Clock nets:
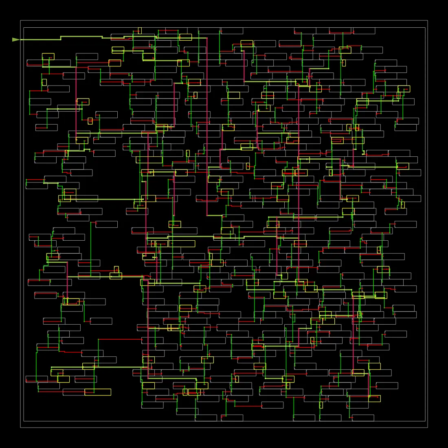
Wires at chosen ports, followed through buffers:
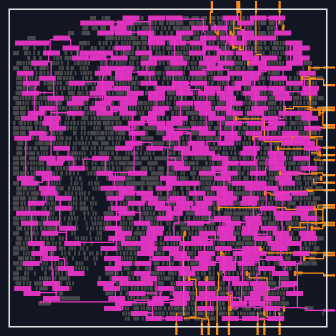
===== src/rtl/fetch_pkg.sv =====
// Shared types for the instruction fetch stage: FSM encoding, prefetch FIFO
// entry layout and the program-end marker word.
package fetch_pkg;

  localparam int unsigned FETCH_AW  = 32;
  localparam logic [31:0] HALT_WORD = 32'h0000_0000;

  typedef enum logic [1:0] {
    IDLE,
    RUN,
    DRAIN,
    HALT
  } fetch_state_e;

  typedef struct packed {
    logic [FETCH_AW-1:0] pc;
    logic [31:0]         inst;
  } fetch_entry_t;

endpackage


===== src/rtl/fetch_fifo.sv =====
// Prefetch FIFO holding {pc, inst} pairs; flush empties it in one cycle and
// the head output keeps the last delivered entry while the FIFO is empty.
module fetch_fifo
  import fetch_pkg::*;
#(
  parameter int unsigned DEPTH = 4,
  localparam int unsigned PW = $clog2(DEPTH),
  localparam int unsigned CW = PW + 1
) (
  input  logic          clk,
  input  logic          rst,
  input  logic          push,
  input  fetch_entry_t  push_data,
  input  logic          pop,
  input  logic          flush,
  output logic [CW-1:0] count,
  output logic          head_valid,
  output fetch_entry_t  head
);

  fetch_entry_t  mem_q [DEPTH];
  fetch_entry_t  mem_d [DEPTH];
  fetch_entry_t  last_q, last_d;
  logic [PW-1:0] wr_q, wr_d, rd_q, rd_d;
  logic [CW-1:0] cnt_q, cnt_d;
  logic          do_push, do_pop;

  always_comb begin
    mem_d   = mem_q;
    last_d  = last_q;
    wr_d    = wr_q;
    rd_d    = rd_q;
    cnt_d   = cnt_q;
    do_pop  = pop && (cnt_q != '0);
    do_push = push && ((cnt_q != CW'(DEPTH)) || do_pop);
    // Remember the departing head so the outputs hold it once empty.
    if (do_pop || (flush && (cnt_q != '0))) begin
      last_d = mem_q[rd_q];
    end
    if (flush) begin
      wr_d  = '0;
      rd_d  = '0;
      cnt_d = '0;
    end else begin
      if (do_push) begin
        mem_d[wr_q] = push_data;
        wr_d        = wr_q + PW'(1);
      end
      if (do_pop) begin
        rd_d = rd_q + PW'(1);
      end
      cnt_d = cnt_q + CW'(do_push) - CW'(do_pop);
    end
  end

  always_ff @(posedge clk or negedge rst) begin
    if (!rst) begin
      for (int unsigned i = 0; i < DEPTH; i++) begin
        mem_q[i] <= '0;
      end
      last_q <= '0;
      wr_q   <= '0;
      rd_q   <= '0;
      cnt_q  <= '0;
    end else begin
      mem_q  <= mem_d;
      last_q <= last_d;
      wr_q   <= wr_d;
      rd_q   <= rd_d;
      cnt_q  <= cnt_d;
    end
  end

  assign count      = cnt_q;
  assign head_valid = (cnt_q != '0);
  assign head       = head_valid ? mem_q[rd_q] : last_q;

endmodule


===== src/rtl/inst_fetch_unit.sv =====
// Instruction fetch stage: word-addressed memory requests, prefetch FIFO and
// redirect handling. Optional program-end halt is enabled by FETCH_HALT_EN.
module inst_fetch_unit
  import fetch_pkg::*;
#(
  parameter int unsigned   DEPTH    = 4,
  parameter int unsigned   AW       = 32,
  parameter logic [AW-1:0] RESET_PC = '0
) (
  input  logic          clk,
  input  logic          rst,
  output logic          mem_req,
  output logic [AW-1:0] mem_addr,
  input  logic          mem_ack,
  input  logic [31:0]   mem_rdata,
  input  logic          redirect,
  input  logic [AW-1:0] redirect_addr,
  output logic          inst_valid,
  output logic [31:0]   inst,
  output logic [AW-1:0] inst_pc,
  input  logic          inst_ready,
  output logic          halted
);

  localparam int unsigned CW = $clog2(DEPTH) + 1;

  fetch_state_e  state_q, state_d;
  logic [AW-1:0] addr_q, addr_d, target_q, target_d;
  logic          push, pop, flush;
  logic [CW-1:0] count;
  fetch_entry_t  push_data, head;

  // AW is expected to be no wider than the FIFO's pc field.
  assign push_data = '{pc: FETCH_AW'(addr_q), inst: mem_rdata};
  assign pop       = inst_valid && inst_ready;

  always_comb begin
    state_d  = state_q;
    addr_d   = addr_q;
    target_d = target_q;
    mem_req  = 1'b0;
    push     = 1'b0;
    flush    = 1'b0;
    unique case (state_q)
      IDLE: begin
        state_d = RUN;
        if (redirect) begin
          flush    = 1'b1;
          target_d = redirect_addr;
          addr_d   = redirect_addr;
        end
      end
      RUN: begin
        mem_req = (count < CW'(DEPTH));
        if (redirect) begin
          flush    = 1'b1;
          target_d = redirect_addr;
          // An unanswered request must be held stable until memory acks it.
          if (mem_req && !mem_ack) begin
            state_d = DRAIN;
          end else begin
            addr_d = redirect_addr;
          end
        end else if (mem_req && mem_ack) begin
          push   = 1'b1;
          addr_d = addr_q + AW'(1);
`ifdef FETCH_HALT_EN
          if (mem_rdata == HALT_WORD) begin
            state_d = HALT;
          end
`endif
        end
      end
      DRAIN: begin
        mem_req = 1'b1;
        if (redirect) begin
          flush    = 1'b1;
          target_d = redirect_addr;
        end
        if (mem_ack) begin
          state_d = RUN;
          addr_d  = redirect ? redirect_addr : target_q;
        end
      end
      HALT: begin
        if (redirect) begin
          flush    = 1'b1;
          target_d = redirect_addr;
          addr_d   = redirect_addr;
          state_d  = RUN;
        end
      end
      default: state_d = IDLE;
    endcase
  end

  always_ff @(posedge clk or negedge rst) begin
    if (!rst) begin
      state_q  <= IDLE;
      addr_q   <= RESET_PC;
      target_q <= RESET_PC;
    end else begin
      state_q  <= state_d;
      addr_q   <= addr_d;
      target_q <= target_d;
    end
  end

  fetch_fifo #(.DEPTH(DEPTH)) u_fifo (
    .clk       (clk),
    .rst       (rst),
    .push      (push),
    .push_data (push_data),
    .pop       (pop),
    .flush     (flush),
    .count     (count),
    .head_valid(inst_valid),
    .head      (head)
  );

  assign mem_addr = addr_q;
  assign inst     = head.inst;
  assign inst_pc  = head.pc[AW-1:0];

`ifdef FETCH_HALT_EN
  assign halted = (state_q == HALT);
`else
  assign halted = 1'b0;
`endif

endmodule


===== config.mk =====
export PLATFORM = sky130hd
export DESIGN_NAME = inst_fetch_unit
export DESIGN_NICKNAME = d
export VERILOG_FILES = /design/src/rtl/fetch_pkg.sv /design/src/rtl/fetch_fifo.sv /design/src/rtl/inst_fetch_unit.sv
export SDC_FILE = /design/constraint.sdc
export NUM_CORES = 1
export LEC_CHECK = 0
export ABC_AREA = 1
export CORE_UTILIZATION = 65
export CTS_BUF_LIST = sky130_fd_sc_hd__clkbuf_8
export DETAILED_ROUTE_END_ITERATION = 8
export PLACE_DENSITY = 0.92
export SLEW_MARGIN = 20
export SYNTH_ARGS = -nofsm -noshare
export SYNTH_HDL_FRONTEND = slang
export SYNTH_SLANG_ARGS = --single-unit
export TNS_END_PERCENT = 100

===== constraint.sdc =====
create_clock -name clk -period 3.8 [get_ports clk]
set_clock_uncertainty 0.15 [all_clocks]
set_input_delay 0.76 -clock clk [delete_from_list [all_inputs] [get_ports clk]]
set_output_delay 0.76 -clock clk [all_outputs]
set_load 0.02 [all_outputs]

==> flow_metrics.env <==
# source this file to load flow results
export IMPL_top_regs="u_fifo.mem_q: 256 flops, u_fifo.last_q: 64 flops"
export IMPL_drc=0
export IMPL_worst_setup_path_type="flip-flop to output port"
export IMPL_synthDominantCellAreaShare_pct=52.6
export IMPL_critPathRequiredTime_ns=2.89
export IMPL_vdd_drop_max_mv=0.631
export IMPL_critPathTopFamily="buffers and inverters"
export IMPL_yosysSeqAreaShare_pct=52.6
export IMPL_ctsResizeCount=5
export IMPL_fp_nets=2369
export IMPL_path_cells="buf_16, nand2_1, a32o_1, o21ai_0, clkdlybuf4s50_1"
export IMPL_combinationalPower_mw=8.16
export IMPL_place_gp_congestion=0.884
export IMPL_arrival_ns=2.83
export IMPL_worstRegToRegCells=11
export IMPL_layout_top_cell="nand2_1"
export IMPL_ant_nets=0
export IMPL_grt_util_met1_pct=45.6
export IMPL_swShare_pct=41.8
export IMPL_reg2reg_slack_ns=1.21
export IMPL_hold_viol=0
export IMPL_ys_sh_simple_pct=20.9
export IMPL_area_share_sequential_pct=45.0
export IMPL_status="finished clean"
export IMPL_yosys_area_top_type="dfrtp_1"
export IMPL_aoi_share_pct=19.0
export IMPL_numPortBuffers=166
export IMPL_fin_area_sq_mm=0.0218
export IMPL_clockBufferDepth=3
export IMPL_dp_hpwl_mm=29.8
export IMPL_yosysMostFrequentCell="nand2_1"
export IMPL_cp_startpoint="u_fifo.rd_q[0]$_DFFE_PN0P_"
export IMPL_syn_area_per_cell_sq_um=8.18
export IMPL_ys_flop_type="dfrtp_1"
export IMPL_crit_path_max_fanout=65
export IMPL_final_clk_cell_share_pct=5.85
export IMPL_worstSetupPathDepth=5
export IMPL_die_w_microns=172
export IMPL_rows=61
-- 'clock nets' (at the start) --
Late-Pin Clk Latency: 0.63 ns
P_clk: 3.67 mW
flip-flops: 393
clk sinks: 393

-- 'wires at chosen ports, followed through buffers' (at the start) --
legend:
  magenta:
    port: rst
    bits: 1
    direction: input
    edge: east
    end_cells: 393
    wire: 2740 microns
  orange:
    port: mem_rdata
    bits: 32
    direction: input
    edge: 19 east, 8 south, 5 north
    end_cells: 32
    wire: 951 microns

Power is estimated from default activity; no workload was simulated.
